<file path="src/rtl/i2c_master_wr.sv">
// rtl/i2c_master_wr.sv - single-target I2C write master with one-byte buffer and clock stretching
module i2c_master_wr #(
    parameter logic [6:0] ADDRESS = 7'h4A,
    parameter int         QUARTER = 62
) (
    input  logic       clk,
    input  logic       reset,
    input  logic       scl_i,
    output logic       scl_o,
    input  logic       sda_i,
    output logic       sda_o,
    input  logic [7:0] data_i,
    input  logic       data_valid_i,
    input  logic       last_i,
    output logic       data_ready_o,
    output logic       busy_o,
    output logic       nack_o
);

    localparam int CW = (QUARTER > 2) ? $clog2(QUARTER) : 1;
    localparam logic [CW-1:0] QLAST = CW'(QUARTER - 1);

    typedef enum logic [2:0] {IDLE, START, ADDR, ACK, DATA, WAIT, STOP} state_t;

    state_t          state_q, state_d;
    logic [CW-1:0]   qcnt_q, qcnt_d;
    logic [1:0]      phase_q, phase_d;
    logic [2:0]      bitcnt_q, bitcnt_d;
    logic [7:0]      shift_q, shift_d;
    logic [7:0]      buf_q, buf_d;
    logic            last_q, last_d;
    logic            nack_q, nack_d;
    logic            addr_slot_q, addr_slot_d;
    logic            ack_q, ack_d;

    logic            accept;
    logic            bit_state;
    logic            stretch;
    logic            tick;

    assign data_ready_o = (state_q == IDLE) || (state_q == WAIT);
    assign busy_o       = (state_q != IDLE);
    assign nack_o       = nack_q;
    assign accept       = data_valid_i && data_ready_o;
    assign bit_state    = (state_q == ADDR) || (state_q == ACK) || (state_q == DATA);
    // a target holding SCL low while we release it freezes the high half of the bit
    assign stretch      = bit_state && (phase_q == 2'd2) && scl_o && !scl_i;
    assign tick         = (qcnt_q == QLAST) && !stretch;

    // line levels are a pure function of state, quarter phase and the outgoing bit
    always_comb begin
        scl_o = 1'b1;
        sda_o = 1'b1;
        case (state_q)
            IDLE: begin
                scl_o = 1'b1;
                sda_o = 1'b1;
            end
            START: begin
                scl_o = (phase_q < 2'd2);
                sda_o = (phase_q == 2'd0);
            end
            ADDR, DATA: begin
                scl_o = phase_q[1];
                sda_o = shift_q[7];
            end
            ACK: begin
                scl_o = phase_q[1];
                sda_o = 1'b1;
            end
            WAIT: begin
                scl_o = 1'b0;
                sda_o = 1'b0;
            end
            STOP: begin
                scl_o = (phase_q != 2'd0);
                sda_o = phase_q[1];
            end
            default: begin
                scl_o = 1'b1;
                sda_o = 1'b1;
            end
        endcase
    end

    // quarter timing, bit sequencing and byte buffering
    always_comb begin
        state_d     = state_q;
        qcnt_d      = qcnt_q;
        phase_d     = phase_q;
        bitcnt_d    = bitcnt_q;
        shift_d     = shift_q;
        buf_d       = buf_q;
        last_d      = last_q;
        nack_d      = nack_q;
        addr_slot_d = addr_slot_q;
        ack_d       = ack_q;

        if (state_q == IDLE || state_q == WAIT) begin
            qcnt_d = '0;
        end else if (stretch) begin
            qcnt_d = qcnt_q;
        end else if (tick) begin
            qcnt_d  = '0;
            phase_d = phase_q + 2'd1;
        end else begin
            qcnt_d = qcnt_q + CW'(1);
        end

        case (state_q)
            IDLE: begin
                if (accept) begin
                    buf_d    = data_i;
                    last_d   = last_i;
                    nack_d   = 1'b0;
                    shift_d  = {ADDRESS, 1'b0};
                    bitcnt_d = 3'd0;
                    phase_d  = 2'd0;
                    state_d  = START;
                end
            end
            START: begin
                if (tick && phase_q == 2'd2) begin
                    phase_d = 2'd0;
                    state_d = ADDR;
                end
            end
            ADDR, DATA: begin
                if (tick && phase_q == 2'd3) begin
                    shift_d  = {shift_q[6:0], 1'b0};
                    bitcnt_d = bitcnt_q + 3'd1;
                    if (bitcnt_q == 3'd7) begin
                        addr_slot_d = (state_q == ADDR);
                        state_d     = ACK;
                    end
                end
            end
            ACK: begin
                if (tick && phase_q == 2'd2) begin
                    ack_d = sda_i;
                end
                if (tick && phase_q == 2'd3) begin
                    if (ack_q) begin
                        nack_d  = 1'b1;
                        buf_d   = 8'h00;
                        last_d  = 1'b0;
                        state_d = STOP;
                    end else if (addr_slot_q) begin
                        shift_d = buf_q;
                        state_d = DATA;
                    end else if (last_q) begin
                        state_d = STOP;
                    end else begin
                        state_d = WAIT;
                    end
                end
            end
            WAIT: begin
                if (accept) begin
                    buf_d   = data_i;
                    last_d  = last_i;
                    shift_d = data_i;
                    phase_d = 2'd0;
                    state_d = DATA;
                end
            end
            STOP: begin
                if (tick && phase_q == 2'd3) begin
                    state_d = IDLE;
                end
            end
            default: state_d = IDLE;
        endcase
    end

    // state register; reset drops the bus immediately without a STOP
    always_ff @(posedge clk or negedge reset) begin
        if (!reset) begin
            state_q     <= IDLE;
            qcnt_q      <= '0;
            phase_q     <= 2'd0;
            bitcnt_q    <= 3'd0;
            shift_q     <= 8'h00;
            buf_q       <= 8'h00;
            last_q      <= 1'b0;
            nack_q      <= 1'b0;
            addr_slot_q <= 1'b0;
            ack_q       <= 1'b0;
        end else begin
            state_q     <= state_d;
            qcnt_q      <= qcnt_d;
            phase_q     <= phase_d;
            bitcnt_q    <= bitcnt_d;
            shift_q     <= shift_d;
            buf_q       <= buf_d;
            last_q      <= last_d;
            nack_q      <= nack_d;
            addr_slot_q <= addr_slot_d;
            ack_q       <= ack_d;
        end
    end

endmodule

</file>
<file path="config.mk">
export PLATFORM = sky130hd
export DESIGN_NAME = i2c_master_wr
export DESIGN_NICKNAME = d
export VERILOG_FILES = /design/src/rtl/i2c_master_wr.sv
export SDC_FILE = /design/constraint.sdc
export NUM_CORES = 1
export LEC_CHECK = 0
export ABC_AREA = 0
export CAP_MARGIN = 20
export CORE_AREA = 3 3 65 73
export CTS_BUF_LIST = sky130_fd_sc_hd__clkbuf_4 sky130_fd_sc_hd__clkbuf_8 sky130_fd_sc_hd__clkbuf_16
export CTS_CLUSTER_SIZE = 40
export DETAILED_ROUTE_END_ITERATION = 7
export DIE_AREA = 0 0 68 76
export GPL_TIMING_DRIVEN = 0
export HOLD_SLACK_MARGIN = 0.15
export PLACE_DENSITY_LB_ADDON = 0.2
export SYNTH_ARGS = -nofsm -noshare
export SYNTH_HDL_FRONTEND = slang
export SYNTH_SLANG_ARGS = --single-unit
export TNS_END_PERCENT = 10
</file>
<file path="constraint.sdc">
create_clock -name clk -period 3.6 [get_ports clk]
set_input_delay 0.72 -clock clk [delete_from_list [all_inputs] [get_ports clk]]
set_output_delay 0.72 -clock clk [all_outputs]
set_load 0.02 [all_outputs]
</file>
**Run 1: met1 routing**

Supply wires on this layer in grey.
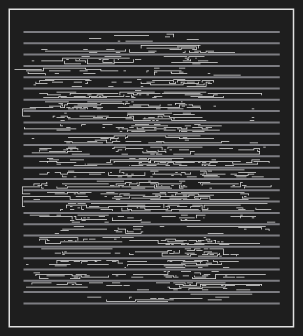
The longest straight run is 42.3 microns. The layer holds 48% of the routed length.
met1 GRT Util: 30.19%
final wirelength: 4946 microns
Via Count: 1,833

**Run 1: M2 wires**

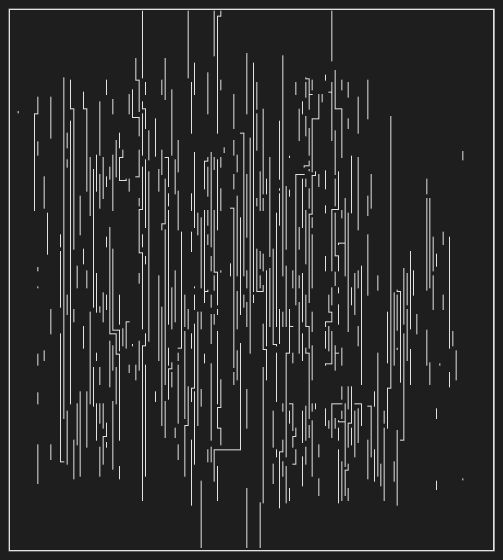
The layer carries 2,380 microns of wire. 235 nets have wire on it.
met2 GRT Util: 32.21%

**Run 1: met3 routing**

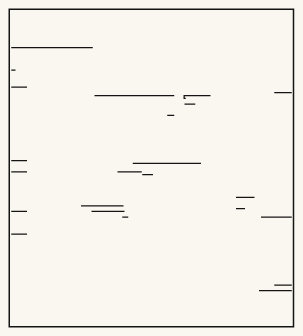
20 nets have wire on it. The layer holds 2.8% of the routed length. The longest straight run is 19.3 microns.
M3 GR Usage: 3.540%

**Run 1: clock routing**

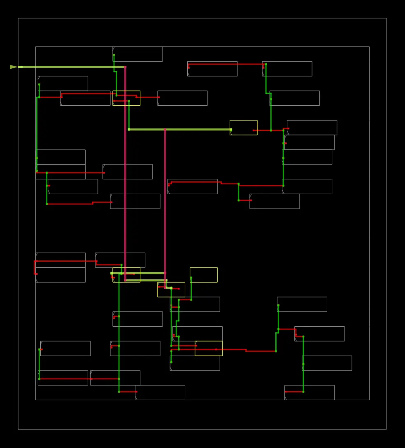
Seq cells: 34
clk_lat worst skew: 0.28 ns

==> impl_metrics.py, run 1 <==
# Synthesis and PnR figures
metrics = {
    "detailed_routing": {
        "wl_per_cell_microns": 15.65,
        "ant_nets": 0,
        "drt_iter0_drc": 87,
        "dr.pass1.iters": 4,
        "drc": 0,
        "via_per_inst": 5.801,
    },
    "floorplanning": {
        "core-area_sq_um": 4024,
        "fp.dieW_microns": 68,
        "taps": 52,
        "fp_util_pct": 55.53,
        "io_pins": 19,
        "die_h_microns": 76,
        "die_area_sq_um": 5168,
        "num_rows": 24,
    },
    "critical_path": {
        "cpPeakStageDelay_ns": 0.66,
        "arrival_ns": 2.64,
        "cp_max_fo": 10,
        "criticalPathCategory": "reg2out",
        "endpoint_kind": "primary output",
        "cp_data_required_time_ns": 2.88,
        "crit_slowest_cell": "clkdlybuf4s50_1",
        "cp_cell_sequence": "clkbuf_1 -> clkbuf_1 -> nor2_1 -> a21oi_1 -> o21ai_0 -> o21ai_0 -> clkdlybuf4s50_1",
        "critPathLaunchType": "register",
        "critical-path-top-delay-family": "buffers and inverters",
        "critPathBufInv": 3,
    },
    "synthesis": {
        "ys_async_sr_fraction_pct": 100.0,
        "yosysMostFrequentCell": "dfrtp_1",
        "yosys-stat-area_sq_um": 2235,
        "synthDistinctLibCells": 51,
        "edf_count": 0,
        "synth.area.top_cells": "dfrtp_1 (38%), a21oi_1 (4.0%), nand3_1 (4.0%)",
        "top_area_cell": "dfrtp_1",
        "synthTopCellsByCount": "dfrtp_1 (34), inv_1 (19), a21oi_1 (18), nand3_1 (18), nand2_1 (15)",
        "top_area_share_pct": 38.07,
        "yosysCellCount": 241,
        "synth-main-ff-cell": "dfrtp_1",
        "syn_nets": 262,
        "syn_avg_cell_area_sq_um": 9.272,
        "synth_flops": 34,
        "yosys_warnings": 0,
        "syn-cell-area_sq_um": 2235,
        "syn_inst": 241,
        "ys_seq_share_pct": 38.07,
    },
    "finish": {
        "clockNetworkAreaShare_pct": 3.242,
        "largestClassByArea": "multi-input combinational cells",
        "bufAreaShareNonClock_pct": 9.921,
        "n_antenna_cell": 0,
        "nClkBuffers": 6,
        "seq_share_pct": 33.40,
        "final_cell_mix": "dfrtp_1 (34), inv_1 (19), nand3_1 (18), a21oi_1 (18), clkdlybuf4s50_1 (16)",
        "mi_logic_area_sq_um": 1225,
        "comb_share_pct": 48.08,
        "fin_nets": 286,
        "logic_gates": 174,
        "signal_buffers": 31,
        "fill_cells": 356,
        "seq_area_sq_um": 850.8,
        "reg.largest.list": "buf_q: 8 flops, shift_q: 8 flops, qcnt_q: 6 flops",
        "lay_top_count": "dfrtp_1",
        "inverters": 19,
        "drive_above_1_share_pct": 14.39,
        "syn2layout_area_growth_pct": 14.00,
    },
    "placement": {
        "portBuffers": 17,
        "pre_cts_ws_ns": 0.5942,
        "post-dp-hpwl_microns": 3540,
        "globalplace.congestion": 0.8604,
    },
    "timing": {
        "finalMaxSlewViolations": 0,
        "period_used_pct": 93.25,
        "tns_ns": 0,
        "period_needed_ns": 3.357,
        "rsz0062_at_grt": "false",
        "hold_viol": 0,
        "max_freq_mhz": 297.9,
        "fin_skew_ns": 0.003385,
        "finalWorstSetupSlack_ns": 0.2431,
    },
    "cts": {
        "postCtsSetupBuffers": 0,
        "post_cts_resized": 0,
        "cts_tree": "built",
        "cts-htree-levels": 2,
        "cts_buffers": 5,
        "clk_path_buf_depth": 2,
        "cts_sinks": 34,
        "hold_buffers": 0,
        "cts-root-buf": "clkbuf_8",
        "clk_pin_slew_ns": 0.06,
    },
    "global_route": {
        "grt_pass1_wl_microns": 8569,
        "grt_max_degree": 35,
        "grt_usage_pct": 21.39,
        "grt_pass1_vias": 1818,
        "grt-ovfl-total": 0,
    },
    "pwr": {
        "p_leak_nw": 1.095,
        "ir_drop_mv": 0.3935,
        "power_density_nw_per_um2": 610.8,
    },
    "run": {
        "maxCapViolations": 0,
    },
    "outcome": {
        "outcome": "completed",
    },
    "hold_path": {
        "min_path_type": "reg2reg",
    },
}
==> run 1: logic make-up (layout without fill, tap and decap cells) <==
family | after synthesis | after routing | synth area share (%)
muxes | 13 | 13 | 6.271
DFF | 34 | 34 | 38.07
adders and majority gates | 7 | 7 | 3.919
AOI/OAI and AO/OA | 75 | 75 | 24.25
xor gates and xnor gates | 4 | 4 | 1.568
buffers and inverters | 33 | 56 | 7.111
and+or+nand+nor | 75 | 75 | 18.81
==> run 1: per-stage QoR <==
stage / power, mW / cell area [sq um] / instances / util [%] / hold slack [ns]
finish: 1.556 / 2547 / 316 / 63.31 / 0.4792
global route: 1.680 / 2547 / 316 / 63.31 / 0.5072
CTS: 1.565 / 2547 / 316 / 63.31 / 0.4815
detailed placement: 1.285 / 2465 / 310 / 61.26 / 0.4670
global placement: 1.266 / 2470 / 310 / 61.38 / 0.4634
floorplan: 1.109 / 2235 / 241 / - / 0.4244
==> run 1: power breakdown <==
part	switching [mW]	internal [mW]
Clock	0.127	0.147
Combinational	0.384	0.301
Sequential	0.0847	0.512
Total	0.596	0.960
==> run 1: worst paths after layout <==
check                      depth (start not counted)         end        from
min in group asynchronous                          1   qcnt_q[5]       reset
max reg2reg                                       10    buf_q[1]  phase_q[1]
min reg2reg                                        1  shift_q[2]  shift_q[2]
max in group asynchronous                          1    buf_q[1]       reset
max                                                7       sda_o  state_q[2]
min                                                1  shift_q[2]  shift_q[2]
==> run 1: per-layer routing <==
| metal | global-route usage [%] | part of all wire (%) | vias up |
|---|---|---|---|
| met5 | 0 | 0 | - |
| met4 | 8.549 | 1.4 | 0 |
| met3 | 3.540 | 2.8 | 5 |
| met2 | 32.21 | 48 | 31 |
| met1 | 30.19 | 48 | 894 |
| li1 | - | - | 903 |
==> run 2, diff against run 1 <==
--- a/config.mk
+++ b/config.mk
@@ -15,6 +15,8 @@
 export GPL_TIMING_DRIVEN = 0
 export HOLD_SLACK_MARGIN = 0.15
 export PLACE_DENSITY_LB_ADDON = 0.2
+export SETUP_SLACK_MARGIN = 0.02
+export SLEW_MARGIN = 20
 export SYNTH_ARGS = -nofsm -noshare
 export SYNTH_HDL_FRONTEND = slang
 export SYNTH_SLANG_ARGS = --single-unit
**Run 2: signal metal coverage by tile**

Bar = 20 microns. 14 x 15 tiles, from dark purple (low) to yellow (high), scaled to the fullest tile. Values are wire area over tile area, all layers added.
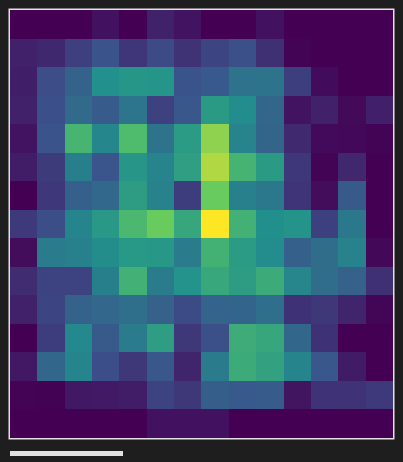
19% of the tiles are nearly empty. The emptiest ninth of the die: north-east. The densest ninth of the die: centre. 17% of the tiles are over half the peak.

**Run 2: met1 routing**

Supply wires on this layer in grey.
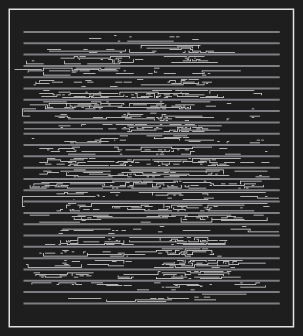
The layer holds 47% of the routed length. The longest straight run is 42.3 microns.
met1 GRT Util: 31.11%
Via Count: 1,831
final wirelength: 4869 microns

==> impl_metrics.py, run 2 <==
# Synthesis and PnR figures
metrics = {
    "outcome": {
        "outcome": "completed",
    },
    "detailed_routing": {
        "ant_nets": 0,
        "wl_met3_microns": 137,
        "wl_per_cell_microns": 15.26,
        "drt_iter0_drc": 113,
        "wl_met2_microns": 2370,
        "wl_met1_microns": 2278,
        "via_per_inst": 5.740,
    },
    "cts": {
        "cts-root-buf": "clkbuf_8",
        "hold_buffers": 0,
        "cts_buffers": 5,
        "postCtsSetupBuffers": 0,
        "clk_pin_slew_ns": 0.07,
        "cts_sinks": 34,
        "cts-htree-levels": 2,
        "cts_tree": "built",
        "clk_latency_ns": 0.29,
    },
    "critical_path": {
        "endpoint_kind": "primary output",
        "crit_slowest_cell": "clkdlybuf4s50_1",
        "critPathLaunchType": "register",
        "r2r-start": "phase_q[1]",
        "criticalPathCategory": "reg2out",
        "crit_cells": 7,
        "arrival_ns": 2.59,
        "cp_cell_sequence": "clkbuf_1 -> clkbuf_1 -> nor2_1 -> a21oi_1 -> o21ai_0 -> o21ai_0 -> clkdlybuf4s50_1",
        "crit_start": "state_q[2]",
        "critPathBufInv": 3,
        "reg2reg_depth": 10,
        "cpPeakStageDelay_ns": 0.65,
        "cp_max_fo": 10,
    },
    "synthesis": {
        "yosysMostFrequentCell": "dfrtp_1",
        "synthTopCellsByCount": "dfrtp_1 (34), inv_1 (19), a21oi_1 (18), nand3_1 (18), nand2_1 (15)",
        "syn_avg_cell_area_sq_um": 9.272,
        "synthDistinctLibCells": 51,
        "ys_async_sr_fraction_pct": 100.0,
        "yosys_warnings": 0,
        "top_area_cell": "dfrtp_1",
        "yosysCellCount": 241,
        "synth-main-ff-cell": "dfrtp_1",
        "synth.area.top_cells": "dfrtp_1 (38%), a21oi_1 (4.0%), nand3_1 (4.0%)",
        "edf_count": 0,
        "syn_nets": 262,
    },
    "placement": {
        "placed_area_sq_um": 2492,
        "pre_cts_ws_ns": 0.6090,
        "globalplace.congestion": 0.8604,
        "portBuffers": 17,
        "placed_cells": 311,
    },
    "pwr": {
        "ir_drop_mv": 0.4046,
        "p_leak_nw": 1.116,
        "power_density_nw_per_um2": 611.6,
    },
    "hold_path": {
        "min_path_type": "in2async",
    },
    "global_route": {
        "use_met3_pct": 4.867,
        "grt-ovfl-total": 0,
        "grt_max_degree": 20,
        "grt_pass1_vias": 1844,
        "top_usage_layer": "met2",
        "met2_usage_pct": 32.30,
        "grt_usage_pct": 21.77,
    },
    "timing": {
        "max_freq_mhz": 302.0,
        "hold_viol": 0,
        "period_needed_ns": 3.312,
        "hold_ws_ns": 0.3634,
        "finalMaxSlewViolations": 0,
        "finalWorstSetupSlack_ns": 0.2884,
        "fin_skew_ns": 0.004914,
        "period_used_pct": 91.99,
    },
    "finish": {
        "reg.largest.list": "buf_q: 8 flops, shift_q: 8 flops, qcnt_q: 6 flops",
        "instances_no_fill": 319,
        "drive_above_1_share_pct": 15.36,
        "fin_nets": 287,
        "lay_top_count": "dfrtp_1",
        "final_cell_mix": "dfrtp_1 (34), inv_1 (19), nand3_1 (18), a21oi_1 (18), clkdlybuf4s50_1 (16)",
        "final_cell_area_sq_um": 2587,
        "n_antenna_cell": 0,
        "finish.utilization_pct": 64.30,
        "syn2layout_area_growth_pct": 15.79,
    },
    "run": {
        "maxCapViolations": 0,
    },
    "floorplanning": {
        "num_rows": 24,
        "fp_util_pct": 55.53,
        "die_area_sq_um": 5168,
        "core-area_sq_um": 4024,
        "fp.dieW_microns": 68,
        "die_h_microns": 76,
    },
}
run 2: cell counts after synthesis:
Identical to the previous run, type by type.
run 2: cells by family (layout without fill, tap and decap cells):
logic type | Yosys count | after routing | synth area share, %
xor+xnor | 4 | 4 | 1.568
fa+ha+maj | 7 | 7 | 3.919
simple gates | 75 | 75 | 18.81
flops | 34 | 34 | 38.07
compound gates | 75 | 75 | 24.25
buf+inv | 33 | 59 | 7.111
mux | 13 | 13 | 6.271
run 2: worst reg2reg max path, delay by kind of cell, from the launching register on:
kind,cells,cell delay (ns)
and+or+nand+nor,3,0.75
AOI/OAI and AO/OA,3,0.55
DFF,1,0.46
buffers and inverters,3,0.43
adders and majority gates,1,0.23
run 2: power by group:
group	internal, mW	leakage, nW	total (mW)	switching (mW)
Clock	0.162	0.0517	0.298	0.136
Combinational	0.304	0.621	0.689	0.385
Sequential	0.512	0.444	0.596	0.0837
Total	0.977	1.12	1.58	0.605
run 2: area by class of cell:
| cell class | count | area (sq um) | share of cell area (%) |
|---|---|---|---|
| multi-input combinational | 174 | 1225 | 47.34 |
| sequential | 34 | 850.8 | 32.88 |
| timing repair buffer | 18 | 192.7 | 7.447 |
| clock buffer | 7 | 90.09 | 3.482 |
| buffer | 14 | 87.58 | 3.385 |
| inverter | 19 | 71.32 | 2.756 |
| tap | 52 | 65.06 | 2.515 |
| clock inverter | 1 | 5.005 | 0.1934 |
run 2: path summary, 6_finish.rpt:
| kind | slack (ns) | endpoint |
|---|---|---|
| min reg2reg | 0.48 | shift_q[2] |
| min in group clk | 0.48 | shift_q[2] |
| max | 0.29 | sda_o |
| max in group asynchronous | 2.80 | qcnt_q[1] |
| max reg2reg | 1.09 | buf_q[1] |
| min | 0.36 | qcnt_q[4] |
Power and IR drop assume default switching activity.
